[config.mk]
export PLATFORM = sky130hd
export DESIGN_NAME = ulv_shift_engine_flat
export DESIGN_NICKNAME = d
export VERILOG_FILES = /design/src/rtl/ulv_shift_engine_if.sv /design/src/rtl/ulv_shift_engine.sv /design/src/flat_wrapper.sv
export SDC_FILE = /design/constraint.sdc
export NUM_CORES = 1
export LEC_CHECK = 0
export CAP_MARGIN = 20
export CORE_MARGIN = 1.5
export CORE_UTILIZATION = 42
export DETAILED_ROUTE_END_ITERATION = 10
export PLACE_DENSITY = 0.81
export SYNTH_ARGS = -nofsm -noshare
export SYNTH_HDL_FRONTEND = slang
export SYNTH_SLANG_ARGS = --single-unit
[constraint.sdc]
create_clock -name clk -period 1.3 [get_ports clk]
set_input_delay 0.39 -clock clk [delete_from_list [all_inputs] [get_ports clk]]
set_output_delay 0.39 -clock clk [all_outputs]
set_load 0.02 [all_outputs]
[src/rtl/ulv_shift_engine_if.sv]
// Bus bundle for ulv_shift_engine: op strobe, operands, serial inputs and register/status outputs.
// The parameters must match the engine instance attached to the slave modport.
interface ulv_shift_engine_if #(
    parameter int N  = 8,
    parameter int S  = 1,
    parameter int CW = $clog2(N + 1)
) ();
    logic          en;
    logic [2:0]    ctrl;
    logic [N-1:0]  d;
    logic [S-1:0]  sin_l;
    logic [S-1:0]  sin_r;
    logic [CW-1:0] cnt;
    logic [N-1:0]  q;
    logic [S-1:0]  sout_l;
    logic [S-1:0]  sout_r;
    logic          busy;
    logic          done;

    modport master (
        output en, ctrl, d, sin_l, sin_r, cnt,
        input  q, sout_l, sout_r, busy, done
    );

    modport slave (
        input  en, ctrl, d, sin_l, sin_r, cnt,
        output q, sout_l, sout_r, busy, done
    );
endinterface

[src/rtl/ulv_shift_engine.sv]
// Universal S-bit-step shift register with single-cycle ops and a burst mode that
// loads a word and then shifts it right once per cycle for a programmed count.
module ulv_shift_engine #(
    parameter int N = 8,
    parameter int S = 1
) (
    input  logic              clk,
    input  logic              reset,
    ulv_shift_engine_if.slave bus
);
    localparam int CW = $clog2(N + 1);

    typedef enum logic [1:0] {
        IDLE = 2'd0,
        RUN  = 2'd1,
        DONE = 2'd2
    } state_t;

    localparam logic [2:0] OP_HOLD  = 3'b000;
    localparam logic [2:0] OP_SHL   = 3'b001;
    localparam logic [2:0] OP_SHR   = 3'b010;
    localparam logic [2:0] OP_LOAD  = 3'b011;
    localparam logic [2:0] OP_ROL   = 3'b100;
    localparam logic [2:0] OP_ROR   = 3'b101;
    localparam logic [2:0] OP_ASR   = 3'b110;
    localparam logic [2:0] OP_BURST = 3'b111;

    state_t        state_q;
    logic [N-1:0]  q_q;
    logic [CW-1:0] rem_q;
    logic          busy_q;
    logic          done_q;

    logic [N-1:0]  shl_d;
    logic [N-1:0]  shr_d;
    logic [N-1:0]  rol_d;
    logic [N-1:0]  ror_d;
    logic [N-1:0]  asr_d;

    // Shift candidates; the burst RUN step reuses the SHR path with sin_r.
    always_comb begin
        shl_d = {q_q[N-S-1:0], bus.sin_l};
        shr_d = {bus.sin_r, q_q[N-1:S]};
        rol_d = {q_q[N-S-1:0], q_q[N-1 -: S]};
        ror_d = {q_q[S-1:0], q_q[N-1:S]};
        asr_d = {{S{q_q[N-1]}}, q_q[N-1:S]};
    end

    always_ff @(posedge clk) begin
        if (reset) begin
            state_q <= IDLE;
            q_q     <= '0;
            rem_q   <= '0;
            busy_q  <= 1'b0;
            done_q  <= 1'b0;
        end else begin
            case (state_q)
                IDLE: begin
                    if (bus.en) begin
                        case (bus.ctrl)
                            OP_HOLD:  q_q <= q_q;
                            OP_SHL:   q_q <= shl_d;
                            OP_SHR:   q_q <= shr_d;
                            OP_LOAD:  q_q <= bus.d;
                            OP_ROL:   q_q <= rol_d;
                            OP_ROR:   q_q <= ror_d;
                            OP_ASR:   q_q <= asr_d;
                            OP_BURST: begin
                                q_q   <= bus.d;
                                rem_q <= bus.cnt;
                                // A zero-length burst skips RUN and signals completion at once.
                                if (bus.cnt == '0) begin
                                    state_q <= DONE;
                                    done_q  <= 1'b1;
                                end else begin
                                    state_q <= RUN;
                                    busy_q  <= 1'b1;
                                end
                            end
                            default:  q_q <= q_q;
                        endcase
                    end
                end
                RUN: begin
                    q_q   <= shr_d;
                    rem_q <= rem_q - 1'b1;
                    if (rem_q == CW'(1)) begin
                        state_q <= DONE;
                        busy_q  <= 1'b0;
                        done_q  <= 1'b1;
                    end
                end
                DONE: begin
                    state_q <= IDLE;
                    done_q  <= 1'b0;
                end
                default: begin
                    state_q <= IDLE;
                    busy_q  <= 1'b0;
                    done_q  <= 1'b0;
                end
            endcase
        end
    end

    assign bus.q      = q_q;
    assign bus.sout_l = q_q[N-1 -: S];
    assign bus.sout_r = q_q[S-1:0];
    assign bus.busy   = busy_q;
    assign bus.done   = done_q;
endmodule
[src/flat_wrapper.sv]
// flat-port wrapper written by rule: the top's interface ports become plain ports
module ulv_shift_engine_flat 
#(
    parameter int N = 8,
    parameter int S = 1
)
  (clk, reset, bus_en, bus_ctrl, bus_d, bus_sin_l, bus_sin_r, bus_cnt, bus_q, bus_sout_l, bus_sout_r, bus_busy, bus_done);
  ulv_shift_engine_if #(.N(N), .S(S)) bus_i ();
  input  logic clk;
  input  logic reset;
  input wire logic [$bits(bus_i.en)-1:0] bus_en;
  input wire logic [$bits(bus_i.ctrl)-1:0] bus_ctrl;
  input wire logic [$bits(bus_i.d)-1:0] bus_d;
  input wire logic [$bits(bus_i.sin_l)-1:0] bus_sin_l;
  input wire logic [$bits(bus_i.sin_r)-1:0] bus_sin_r;
  input wire logic [$bits(bus_i.cnt)-1:0] bus_cnt;
  output wire logic [$bits(bus_i.q)-1:0] bus_q;
  output wire logic [$bits(bus_i.sout_l)-1:0] bus_sout_l;
  output wire logic [$bits(bus_i.sout_r)-1:0] bus_sout_r;
  output wire logic [$bits(bus_i.busy)-1:0] bus_busy;
  output wire logic [$bits(bus_i.done)-1:0] bus_done;
  assign bus_i.en = bus_en;
  assign bus_i.ctrl = bus_ctrl;
  assign bus_i.d = bus_d;
  assign bus_i.sin_l = bus_sin_l;
  assign bus_i.sin_r = bus_sin_r;
  assign bus_i.cnt = bus_cnt;
  assign bus_q = bus_i.q;
  assign bus_sout_l = bus_i.sout_l;
  assign bus_sout_r = bus_i.sout_r;
  assign bus_busy = bus_i.busy;
  assign bus_done = bus_i.done;
  ulv_shift_engine #(.N(N), .S(S)) u_core (.clk(clk), .reset(reset), .bus(bus_i));
endmodule
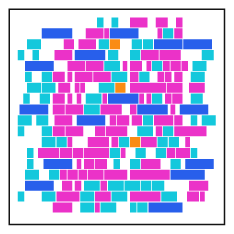
Fig. 1. Placement by cell class.
(4 px per um)
remaining logic cells: shown in magenta, cells 92, share of their area 48%. clock-net drivers: shown in orange, cells 3, share of their area 1.3%. registers: shown in blue, cells 16, share of their area 19%. remaining buffers and delay cells: shown in cyan, cells 68, share of their area 32%.

==> run_results.csv <==
group,metric,value,unit
cts,clock-sinks,16,
setup_path,required,1.53,ns
run_status,violations,"setup timing",
synth,synth_dominant_cell_count,"dfxtp_1",
synth,numSynthFlops,16,
timing,postLayoutSetupSlackWorst,-0.0249,ns
routing,via_per_inst,5.71,
layout,n_antenna_cell,0,
layout,layout_top_cells,"26 x buf_4, 13 x buf_2, 11 x buf_6",
synth,adder_share,0.0234,
run_status,outcome,"finished with violations",
setup_path,cp_slowest_stage_delay,0.39,ns
timing,worst_pin_slew,0.318,ns
synth,flop_cell,"dfxtp_1",
setup_path,start_kind,"flop",
synth,synth_cells,120,
routing,wl_met3,210,um
min_path,hold_end,"u_core.rem_q[3]$_SDFFE_PP0P_",
timing,finalSetupViolations,3,
timing,period_minus_slack,1.32,ns
cts,clk_pin_slew_worst_paths,0.10,ns
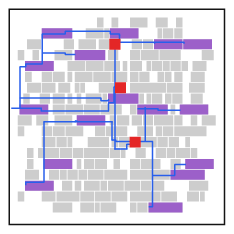
Fig. 2. Clock wires, drivers and flops.
(4 px per um)
flip-flops: shown in purple, count 16. clock wires: shown in blue, length 266 um. clock-net drivers: shown in red, count 3.
There are 4 routed clock nets.

